Design seg7_scan_driver_flat, sky130hd; sources not shown.
Fig. 1: floorplan with the power grid
Bar = 50 um. Pins as bars on the die edge.
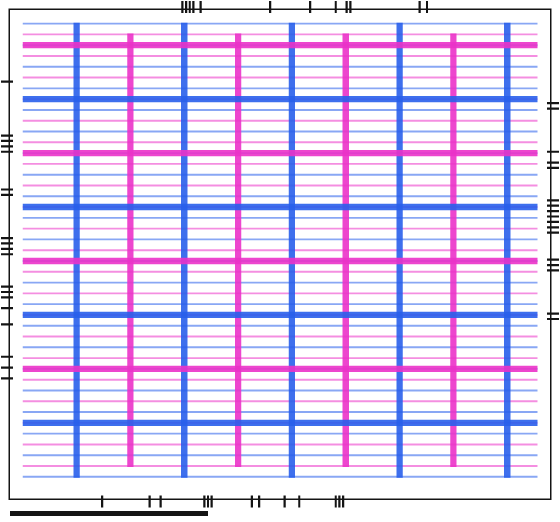
[VSS] blue
[VDD] magenta
met5 straps: 8
signal pins: 61
rows: 42
Max IR drop VDD: 0.247 mV
Core Area: 14,800 sq um

Fig. 2: cell classes on the final placement
Bar = 50 um.
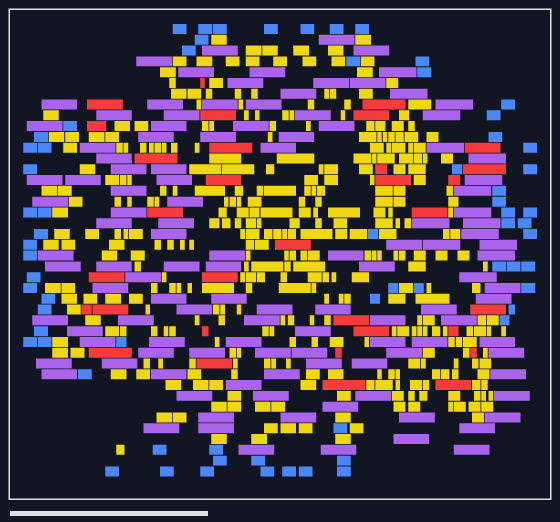
[clock drivers and dummy loads] red | cells: 32 | share of their area: 9.6%
[flip-flops] purple | cells: 118 | share of their area: 43%
[all other logic] yellow | cells: 346 | share of their area: 38%
[other buffers and delay cells] blue | cells: 67 | share of their area: 9.3%
sequential cell area share: 0.412
Cell Rows: 42
Core Util, Final: 0.487
fin area: 7220 sq um

Fig. 3: routed clock nets over the placement
Bar = 50 um.
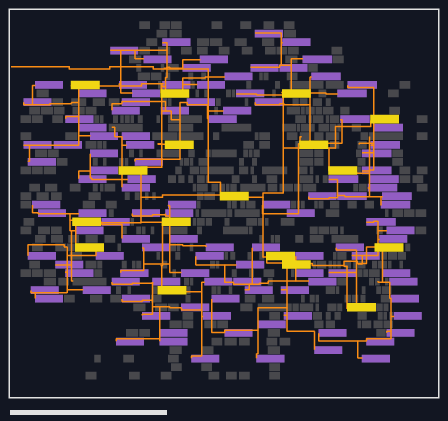
[clock wires] orange | length: 1,710 um
[cells driving clock nets] yellow | count: 17
[flip-flops] purple | count: 118
flops lie: spread over the die
routed clock nets: 18
power share of the clock group: 0.548
worst-skew pair later-pin latency: 420 ps
Clk power: 1.48 mW

==> changes_impl.md <==
## Flow update

- Outcome: complete, no violations
- Critical path's largest stage delay: 900 ps
- YS chip area: 5790 sq um
- Largest net degree at the start of global routing: 86
- Synth Warn #: 0
- Critical path class: reg -> reg
- First-pass iteration count of the detailed router: 4
- Total Wirelength: 12.1 mm
- CP Cell Sequence: mux4_1 -> mux2i_1 -> ha_1 -> o2111ai_1 -> a211o_1 -> o221ai_1
- CP arrival: 3800 ps
- Count of different cell masters after synthesis: 51
- Drt wl/cell: 15.9 um
- WHS: 336 ps
- Cells after Synth: 492
- IO Port Bufs: 60
- Hold crit path type: reg -> reg
- Worst path depth: 6
- Placed insts: 729
- Crit path time final: 3620 ps
- Worst-Margin Slew: 1030 ps
- DR iter-0 viols: 227
- Leak pwr: 3.19 nW
- Main area contributors: dfrtp_1, mux2i_1, mux2_2
- Syn-to-layout area delta: 24.7%
- Max-cap viol count: 0
- Gr ovfl total: 0
- Mapped Nets: 549
- Vias per cell: 5.18
- Power per cell area: 373 nW/um^2
- CP max-delay cell: dfrtp_1
- Top cells by count: dfrtp_1, nor2_1, mux2i_1, a21oi_1, mux2_2
- Detail Placement HPWL: 8.20 mm
- Worst setup SP type: flop
- GRT Overall Usage: 0.161
- Fillers: 1,360
- IO Count: 61
- Synth top area share: 0.441
- Die X: 136 um
- CP endpoint kind: flop
- Ys async rst share: 1.00
- ANT cells: 0
- Vias: 3,939
- Inserted Clock Buffers: 17
- Clk root buf: clkbuf_16
- Worst rel slew slack: 0.296
- Placed Instance Area: 6550 sq um
- Fmax: 276 MHz
- Ys cells: 492
- Vias in the first global route: 4,039
- Hold path depth: 1
- Dominant flop cell: dfrtp_1
- Nets@finish: 607
- Fin crit share: 0.770
- RSZ-0062 raised after global routing: false
- Slew Viols, Final: 0
- Synth Area per Inst: 11.8 sq um
- H-tree levels: 4
- Reg clk slew, reported paths: 50 ps
- Sequential cell area fraction in the yosys report: 0.513
- Clk sinks: 118
- Post-Syn Area: 5790 sq um
## where the power goes
part	internal [mW]	leakage, nW	total (mW)	switching, mW
Combinational	0.0829	1.38	0.149	0.0661
Clock	1.01	0.323	1.48	0.471
Sequential	1.05	1.48	1.07	0.0153
## metal layers
layer	global-route usage	vias up	part of all wire	routed length [um]
met5	0	-	0	0
met4	0.0611	0	0.015	183
met3	0.0456	20	0.048	580
met2	0.240	89	0.45	5510
met1	0.225	1933	0.48	5860
li1	-	1897	-	-
## worst reg2reg max path: cells and delay by family, from the launching register on
family	cells	cell delay (ps)
multiplexers	2	1250
flip-flops	1	900
AND-OR/OR-AND	3	900
adder cells (fa/ha/maj)	1	330
## cells in the final DEF, fill, tap and decap left out, types with 13 or more instances in the layout
| cell type | netlist | layout |
|---|---|---|
| mux2_2 | 40 | 40 |
| dfrtp_1 | 102 | 102 |
| clkbuf_16 | 0 | 17 |
| dfstp_2 | 16 | 16 |
| nand2_1 | 18 | 18 |
| ha_1 | 13 | 13 |
| nor2_1 | 63 | 63 |
| a21oi_1 | 46 | 46 |
| mux2i_1 | 51 | 51 |
| clkdlybuf4s50_1 | 0 | 59 |
## final cells by class
class	instances	area, sq um	share of cell area
clock inverter	13	228	0.0315
clock buffer	19	443	0.0613
multi-input combinational	339	2660	0.368
inverter	7	28.8	0.00398
sequential	118	2970	0.412
timing repair buffer	67	648	0.0897
tap	198	248	0.0343
## logic make-up (layout without fill, tap and decap cells)
kind of cell               Yosys count  in the layout  synth area share
and+or+nand+nor                    133            133             0.111
DFF                                118            118             0.513
muxes                              103            103             0.213
AOI/OAI and AO/OA                   75             75            0.0819
buffers and inverters               35            106            0.0296
xor gates and xnor gates            15             15            0.0227
adders and majority gates           13             13            0.0281
## stage by stage
stage | setup WS [ps] | total power, mW
3_3_place_gp | 1260 | 1.23
2_1_floorplan | 507 | 1.17
4_1_cts | 1050 | 2.73
3_5_place_dp | 1080 | 1.24
6_report | 1080 | 2.69
5_1_grt | 721 | 2.80
No activity file was given, so power comes from the tool's default toggle rates.
